==> src/rtl/truth_table_sweeper_pkg.sv <==
// rtl/truth_table_sweeper_pkg.sv - shared state encoding and sizing helpers for the sweeper
package sweeper_pkg;

  typedef enum logic [1:0] {
    IDLE   = 2'd0,
    WAIT   = 2'd1,
    SAMPLE = 2'd2,
    DONE   = 2'd3
  } state_e;

  function automatic int n_vec(input int n_in);
    return 1 << n_in;
  endfunction

  // Never narrower than one bit, even for degenerate SETTLE values.
  function automatic int cnt_w(input int settle);
    return (settle < 2) ? 1 : $clog2(settle + 1);
  endfunction

endpackage

==> src/rtl/truth_table_sweeper_if.sv <==
// rtl/truth_table_sweeper_if.sv - vector/response bundle between the sweeper and the two implementations
interface truth_table_sweeper_if #(
  parameter int N_IN = 3
);
  logic                 start;
  logic                 s_ref;
  logic                 s_opt;
  logic [N_IN-1:0]      vec_out;
  logic                 busy;
  logic                 done;
  logic [(1<<N_IN)-1:0] table_ref;
  logic [(1<<N_IN)-1:0] mismatch_mask;
  logic                 equivalent;
  logic [N_IN-1:0]      first_mismatch;
  logic [N_IN:0]        mismatch_count;

  modport master (
    input  start, s_ref, s_opt,
    output vec_out, busy, done, table_ref, mismatch_mask,
           equivalent, first_mismatch, mismatch_count
  );

  modport slave (
    output start, s_ref, s_opt,
    input  vec_out, busy, done, table_ref, mismatch_mask,
           equivalent, first_mismatch, mismatch_count
  );
endinterface

==> src/rtl/truth_table_sweeper_settle_timer.sv <==
// rtl/truth_table_sweeper_settle_timer.sv - per-vector settle counter: load to 0, count up, flag SETTLE-1
module settle_timer #(
  parameter int SETTLE = 1,
  parameter int CNT_W  = 1
) (
  input  logic clk,
  input  logic reset,
  input  logic load_i,
  input  logic count_i,
  output logic expired_o
);

  logic [CNT_W-1:0] cnt_q;
  logic [CNT_W-1:0] cnt_d;

  assign expired_o = (cnt_q == CNT_W'(SETTLE - 1));

  // Counting saturates at the expire value so a stalled count_i cannot wrap.
  always_comb begin
    cnt_d = cnt_q;
    if (load_i) begin
      cnt_d = '0;
    end else if (count_i && !expired_o) begin
      cnt_d = cnt_q + CNT_W'(1);
    end
  end

  always_ff @(posedge clk or posedge reset) begin
    if (reset) begin
      cnt_q <= '0;
    end else begin
      cnt_q <= cnt_d;
    end
  end

endmodule

==> src/rtl/truth_table_sweeper.sv <==
// rtl/truth_table_sweeper.sv - clocked exhaustive equivalence sweep of a reference vs minimized function
module truth_table_sweeper
  import sweeper_pkg::*;
#(
  parameter int N_IN   = 3,
  parameter int SETTLE = 1
) (
  input  logic                  clk,
  input  logic                  reset,
  truth_table_sweeper_if.master bus
);

  localparam int N_VEC = n_vec(N_IN);
  localparam int CNT_W = cnt_w(SETTLE);

  if (SETTLE < 1) begin : g_settle_check
    $error("truth_table_sweeper: SETTLE must be >= 1");
  end

  state_e            state_q, state_d;
  logic [N_IN-1:0]   vec_q, vec_d;
  logic [N_VEC-1:0]  table_q, table_d;
  logic [N_VEC-1:0]  mask_q, mask_d;
  logic [N_IN:0]     count_q, count_d;
  logic [N_IN-1:0]   first_q, first_d;
  logic              equiv_q, equiv_d;
  logic              busy_q, busy_d;
  logic              done_q, done_d;
  logic              timer_load;
  logic              timer_count;
  logic              timer_expired;
  logic              miss;

  settle_timer #(
    .SETTLE (SETTLE),
    .CNT_W  (CNT_W)
  ) u_settle_timer (
    .clk       (clk),
    .reset     (reset),
    .load_i    (timer_load),
    .count_i   (timer_count),
    .expired_o (timer_expired)
  );

  assign miss = bus.s_ref ^ bus.s_opt;

  always_comb begin
    state_d     = state_q;
    vec_d       = vec_q;
    table_d     = table_q;
    mask_d      = mask_q;
    count_d     = count_q;
    first_d     = first_q;
    equiv_d     = equiv_q;
    timer_load  = 1'b0;
    timer_count = 1'b0;

    case (state_q)
      IDLE: begin
        if (bus.start) begin
          table_d    = '0;
          mask_d     = '0;
          count_d    = '0;
          first_d    = '0;
          equiv_d    = 1'b0;
          vec_d      = '0;
          timer_load = 1'b1;
          state_d    = WAIT;
        end
      end
      WAIT: begin
        if (timer_expired) begin
          state_d = SAMPLE;
        end else begin
          timer_count = 1'b1;
        end
      end
      SAMPLE: begin
        table_d[vec_q] = bus.s_ref;
        mask_d[vec_q]  = miss;
        count_d        = count_q + {{N_IN{1'b0}}, miss};
        // A zero running count means no earlier vector of this sweep mismatched.
        if (miss && (count_q == '0)) begin
          first_d = vec_q;
        end
        if (vec_q == N_IN'(N_VEC - 1)) begin
          equiv_d = (mask_d == '0);
          state_d = DONE;
        end else begin
          vec_d      = vec_q + N_IN'(1);
          timer_load = 1'b1;
          state_d    = WAIT;
        end
      end
      DONE: begin
        state_d = IDLE;
      end
      default: begin
        state_d = IDLE;
      end
    endcase

    busy_d = (state_d != IDLE);
    done_d = (state_d == DONE);
  end

  always_ff @(posedge clk or posedge reset) begin
    if (reset) begin
      state_q <= IDLE;
      vec_q   <= '0;
      table_q <= '0;
      mask_q  <= '0;
      count_q <= '0;
      first_q <= '0;
      equiv_q <= 1'b0;
      busy_q  <= 1'b0;
      done_q  <= 1'b0;
    end else begin
      state_q <= state_d;
      vec_q   <= vec_d;
      table_q <= table_d;
      mask_q  <= mask_d;
      count_q <= count_d;
      first_q <= first_d;
      equiv_q <= equiv_d;
      busy_q  <= busy_d;
      done_q  <= done_d;
    end
  end

  assign bus.vec_out        = vec_q;
  assign bus.busy           = busy_q;
  assign bus.done           = done_q;
  assign bus.table_ref      = table_q;
  assign bus.mismatch_mask  = mask_q;
  assign bus.equivalent     = equiv_q;
  assign bus.first_mismatch = first_q;
  assign bus.mismatch_count = count_q;

endmodule

==> src/flat_wrapper.sv <==
// flat-port wrapper written by rule: the top's interface ports become plain ports
module truth_table_sweeper_flat import sweeper_pkg::*;
#(
  parameter int N_IN   = 3,
  parameter int SETTLE = 1
)
  (clk, reset, bus_start, bus_s_ref, bus_s_opt, bus_vec_out, bus_busy, bus_done, bus_table_ref, bus_mismatch_mask, bus_equivalent, bus_first_mismatch, bus_mismatch_count);
  truth_table_sweeper_if #(.N_IN(N_IN)) bus_i ();
  input  logic clk;
  input  logic reset;
  input wire logic [$bits(bus_i.start)-1:0] bus_start;
  input wire logic [$bits(bus_i.s_ref)-1:0] bus_s_ref;
  input wire logic [$bits(bus_i.s_opt)-1:0] bus_s_opt;
  output wire logic [$bits(bus_i.vec_out)-1:0] bus_vec_out;
  output wire logic [$bits(bus_i.busy)-1:0] bus_busy;
  output wire logic [$bits(bus_i.done)-1:0] bus_done;
  output wire logic [$bits(bus_i.table_ref)-1:0] bus_table_ref;
  output wire logic [$bits(bus_i.mismatch_mask)-1:0] bus_mismatch_mask;
  output wire logic [$bits(bus_i.equivalent)-1:0] bus_equivalent;
  output wire logic [$bits(bus_i.first_mismatch)-1:0] bus_first_mismatch;
  output wire logic [$bits(bus_i.mismatch_count)-1:0] bus_mismatch_count;
  assign bus_i.start = bus_start;
  assign bus_i.s_ref = bus_s_ref;
  assign bus_i.s_opt = bus_s_opt;
  assign bus_vec_out = bus_i.vec_out;
  assign bus_busy = bus_i.busy;
  assign bus_done = bus_i.done;
  assign bus_table_ref = bus_i.table_ref;
  assign bus_mismatch_mask = bus_i.mismatch_mask;
  assign bus_equivalent = bus_i.equivalent;
  assign bus_first_mismatch = bus_i.first_mismatch;
  assign bus_mismatch_count = bus_i.mismatch_count;
  truth_table_sweeper #(.N_IN(N_IN), .SETTLE(SETTLE)) u_core (.clk(clk), .reset(reset), .bus(bus_i));
endmodule
==> config.mk <==
export PLATFORM = sky130hd
export DESIGN_NAME = truth_table_sweeper_flat
export DESIGN_NICKNAME = d
export VERILOG_FILES = /design/src/rtl/truth_table_sweeper_pkg.sv /design/src/rtl/truth_table_sweeper_if.sv /design/src/rtl/truth_table_sweeper_settle_timer.sv /design/src/rtl/truth_table_sweeper.sv /design/src/flat_wrapper.sv
export SDC_FILE = /design/constraint.sdc
export NUM_CORES = 1
export LEC_CHECK = 0
export CAP_MARGIN = 30
export CORE_MARGIN = 8
export CORE_UTILIZATION = 50
export CTS_CLUSTER_SIZE = 16
export DETAILED_ROUTE_END_ITERATION = 8
export GPL_ROUTABILITY_DRIVEN = 0
export HOLD_SLACK_MARGIN = 0.08
export PLACE_DENSITY = 0.84
export SLEW_MARGIN = 20
export SYNTH_ARGS = -nofsm -noshare
export SYNTH_HDL_FRONTEND = slang
export SYNTH_SLANG_ARGS = --single-unit
==> constraint.sdc <==
create_clock -name clk -period 1.7 [get_ports clk]
set_input_delay 0.34 -clock clk [delete_from_list [all_inputs] [get_ports clk]]
set_output_delay 0.34 -clock clk [all_outputs]
set_load 0.02 [all_outputs]
==> impl_table.tex <==
% Yosys + OpenROAD metrics
\begin{tabular}{lr}
\hline
Metric & Value \\
\hline
\multicolumn{2}{l}{\textbf{Status}} \\
\quad Outcome & complete, no violations \\
\multicolumn{2}{l}{\textbf{Power and ir drop}} \\
\quad Net Switching & 0.00137 W \\
\quad Switching power share of the total & 0.407 \\
\quad Top contributor to total power & combinational logic \\
\quad Power in sequential cells & 0.00123 W \\
\quad Internal Pwr Total & 0.00199 W \\
\quad Sequential Power Share & 0.365 \\
\quad Total power & 0.00337 W \\
\quad Clock group share of total power & 0.177 \\
\quad Largest voltage drop on the vdd net & 0.000914 V \\
\quad Total combinational power & 0.00154 W \\
\multicolumn{2}{l}{\textbf{Logic synthesis}} \\
\quad Number of synthesized flops with an enable pin & 0 \\
\quad Top cell area share & 0.495 \\
\quad Yosys synthesis chip area & 1620 µm² \\
\quad Predominant post-synthesis flop cell & dfrtp\_1 \\
\quad Post-Synthesis Net Count & 160 \\
\quad Register share after synthesis & 0.495 \\
\quad Commonest cells in the netlist & dfrtp\_1 (32), a22o\_1 (15), inv\_1 (14) \\
\quad Cell type with the largest total area after synthesis & dfrtp\_1 \\
\quad Gate Count Post-Synth & 151 \\
\quad Ys Warns & 0 \\
\quad Number of register bits inferred by synthesis & 32 \\
\quad Cell area after synthesis & 1620 µm² \\
\quad Average cell area after synthesis & 10.7 µm² \\
\quad Cell with the most instances after synthesis & dfrtp\_1 \\
\quad Number of standard cells reported by yosys & 151 \\
\quad Cells taking the most area after synthesis & dfrtp\_1 (49\%), a22o\_1 (8.1\%), mux2\_2 (3.5\%) \\
\quad Yosys cell types & 34 \\
\quad Post-synth ARST share & 1.00 \\
\multicolumn{2}{l}{\textbf{Setup path}} \\
\quad Buffers plus inverters on the worst setup path & 1 \\
\quad Worst-path fanout max & 2 \\
\quad Slack of the worst reg-to-reg path & 0.05 ns \\
\quad CP top delay family & buffers and inverters \\
\quad Required arrival time at the worst endpoint & 1.36 ns \\
\quad Kind of capture point of the worst setup path & output pin \\
\quad Critical Path Stages & 1 \\
\quad Critical Path Slowest Stage Cell & clkdlybuf4s50\_1 \\
\quad First element of the critical path & u\_core.bus.first\_mismatch[0] \\
\quad CP max stage delay & 0.61 ns \\
\quad CP Data Arrival Time & 1.32 ns \\
\quad Worst path cell trace & clkdlybuf4s50\_1 \\
\quad Setup crit start kind & register \\
\quad Critical path destination & bus\_first\_mismatch[0] \\
\quad Kind of critical path & register to output pin \\
\multicolumn{2}{l}{\textbf{Layout}} \\
\quad FILL cells & 242 \\
\quad Leading cell type in the layout, fill and taps excluded & dfrtp\_1 \\
\quad Seq/total area & 0.379 \\
\quad CLK BUF & 5 \\
\quad Logic share of the area & 0.340 \\
\quad Fraction of layout instances using a drive strength above 1 & 0.193 \\
\quad Area used by multi-input combinational logic & 723 µm² \\
\quad FF/Latch Area & 805 µm² \\
\quad Number of non-clock buffers in the layout & 47 \\
\quad Inverters & 14 \\
\quad Number of sequential storage elements & 32 \\
\quad Comb\_multi\_in & 96 \\
\quad Net total in the final layout & 205 \\
\quad Area fraction of clock buffers and clock inverters & 0.0377 \\
\quad Leading cell types in the layout, fill and taps excluded & dfrtp\_1 (29), dlygate4sd2\_1 (23), a22o\_1 (15) \\
\quad Final non-clock buffer share & 0.193 \\
\multicolumn{2}{l}{\textbf{Drt}} \\
\quad DRC violation count after routing & 0 \\
\quad Detail-routed via count per cell & 5.82 \\
\quad Top layer in use & met4 \\
\quad Detailed-routed wire length on met3 & 347 µm \\
\quad Vias & 1,403 \\
\quad Total wirelength of the detailed-routed design & 4210 µm \\
\quad Post-DR wirelength/cell & 17.5 µm \\
\quad Detailed Route Iter0 Violations & 158 \\
\quad Routed length on met2 & 2060 µm \\
\quad Post-route antenna net violation count & 0 \\
\multicolumn{2}{l}{\textbf{GRT}} \\
\quad Total Routing Usage GR & 0.168 \\
\quad Met2 GRT Util & 0.263 \\
\quad Largest net degree at the start of global routing & 33 \\
\quad Global-route met1 utilization & 0.193 \\
\quad GRT overflow & 0 \\
\quad Initial antenna violation count & 0 \\
\quad Most used routing layer in global routing & met2 \\
\quad M3 GR Usage & 0.0563 \\
\quad Wire length of the first global-routing pass & 6840 µm \\
\quad Number of global-route vias before repair & 1,372 \\
\multicolumn{2}{l}{\textbf{Clock network}} \\
\quad Clock latency of the later-clocked register in the worst-skew pair & 0.35 ns \\
\quad Setup fix buffers added after clock tree synthesis & 0 \\
\quad H-tree levels & 2 \\
\quad Largest buffer count on any clock path & 2 \\
\quad Clock tree root buffer cell & clkbuf\_4 \\
\quad Number of gates resized after CTS & 26 \\
\quad Hold buffer count at cts & 0 \\
\quad Clock Pin Slew Worst Setup and Hold Paths & 0.11 ns \\
\quad Clock sink total & 32 \\
\quad TritonCTS clock tree & done \\
\multicolumn{2}{l}{\textbf{Flow run}} \\
\quad Max Cap Viol & 0 \\
\quad Tool warning count & 26 \\
\multicolumn{2}{l}{\textbf{Floorplan}} \\
\quad Total die size & 5310 µm² \\
\quad I/O Pins & 34 \\
\quad Standard cell core area & 3080 µm² \\
\quad Starting density of the core & 0.526 \\
\quad Num rows & 20 \\
\quad Die boundary height & 72.9 µm \\
\multicolumn{2}{l}{\textbf{Timing}} \\
\quad Hold Violations, Final & 0 \\
\quad Maximum clock frequency & 0.603 GHz \\
\quad Total negative slack for setup checks & 0 ns \\
\quad Fin crit share & 0.975 \\
\quad Pins over their slew limit & 0 \\
\quad Worst slew margin & 0.728 \\
\quad Unrepaired setup endpoints after global routing & false \\
\quad Worst-case setup margin in the final layout & 0.0429 ns \\
\quad Worst Max-Slew Pin Slew & 0.407 ns \\
\multicolumn{2}{l}{\textbf{Placed design}} \\
\quad Number of buffer cells added on primary ports & 33 \\
\quad Standard cell area after detailed placement & 2050 µm² \\
\quad Post-DP HPWL & 3010 µm \\
\quad Minimum setup slack after placement & -0.164 ns \\
\multicolumn{2}{l}{\textbf{Hold path}} \\
\quad Class of the tightest hold or removal check & input pin to asynchronous set/reset pin \\
\hline
\end{tabular}
-- through the flow --
step | utilization | hold WS [ns] | cells
4_1_cts | 0.683 | 0.366 | 240
2_1_floorplan | - | 0.436 | 151
6_report | 0.690 | 0.360 | 241
3_3_place_gp | 0.665 | 0.443 | 232
3_5_place_dp | 0.665 | 0.459 | 232
5_1_grt | 0.690 | 0.403 | 241
-- cells by family (layout without fill, tap and decap cells) --
kind of cell / Yosys count / after routing / share of synthesized area
compound gates: 49 / 49 / 0.210
flops: 32 / 32 / 0.495
xor+xnor: 1 / 1 / 0.00541
buf+inv: 23 / 69 / 0.0657
simple gates: 31 / 31 / 0.118
fa+ha+maj: 4 / 4 / 0.0309
mux: 11 / 11 / 0.0750
Fig. 1: clock wires, drivers and flops
The bar under the picture is 20 µm long.
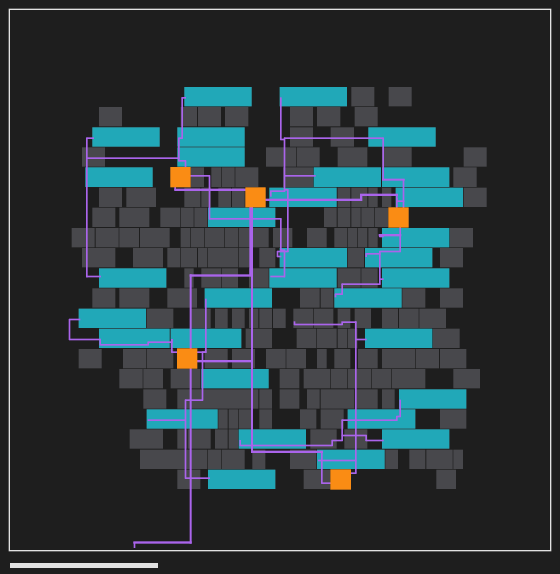
[cyan] flip-flops | count: 32
[purple] clock wires | length: 452 µm
[orange] clock drivers | count: 5
routed clock nets	6
Clock Power: 0.000595 W
Post-Route Skew: 0.0118 ns

Fig. 2: sequential cells coloured by netlist name
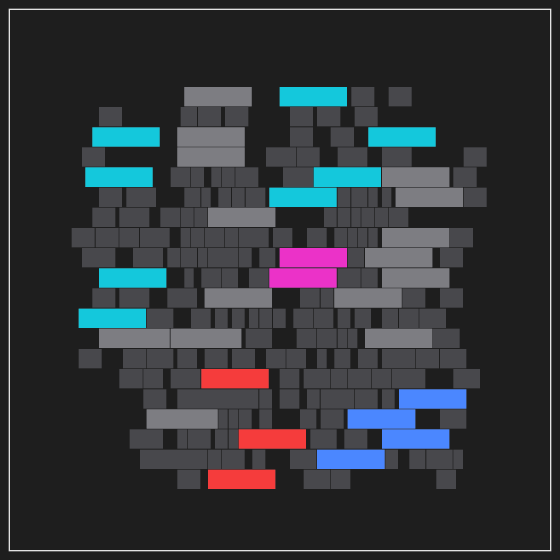
colour	name in the netlist	placed flops
magenta	`u_core.state_q`	2
red	`u_core.bus.first_mismatch`	3
blue	`u_core.bus.mismatch_count`	4
cyan	`u_core.bus.table_ref`	8
not coloured	15

Power and IR drop assume default switching activity.
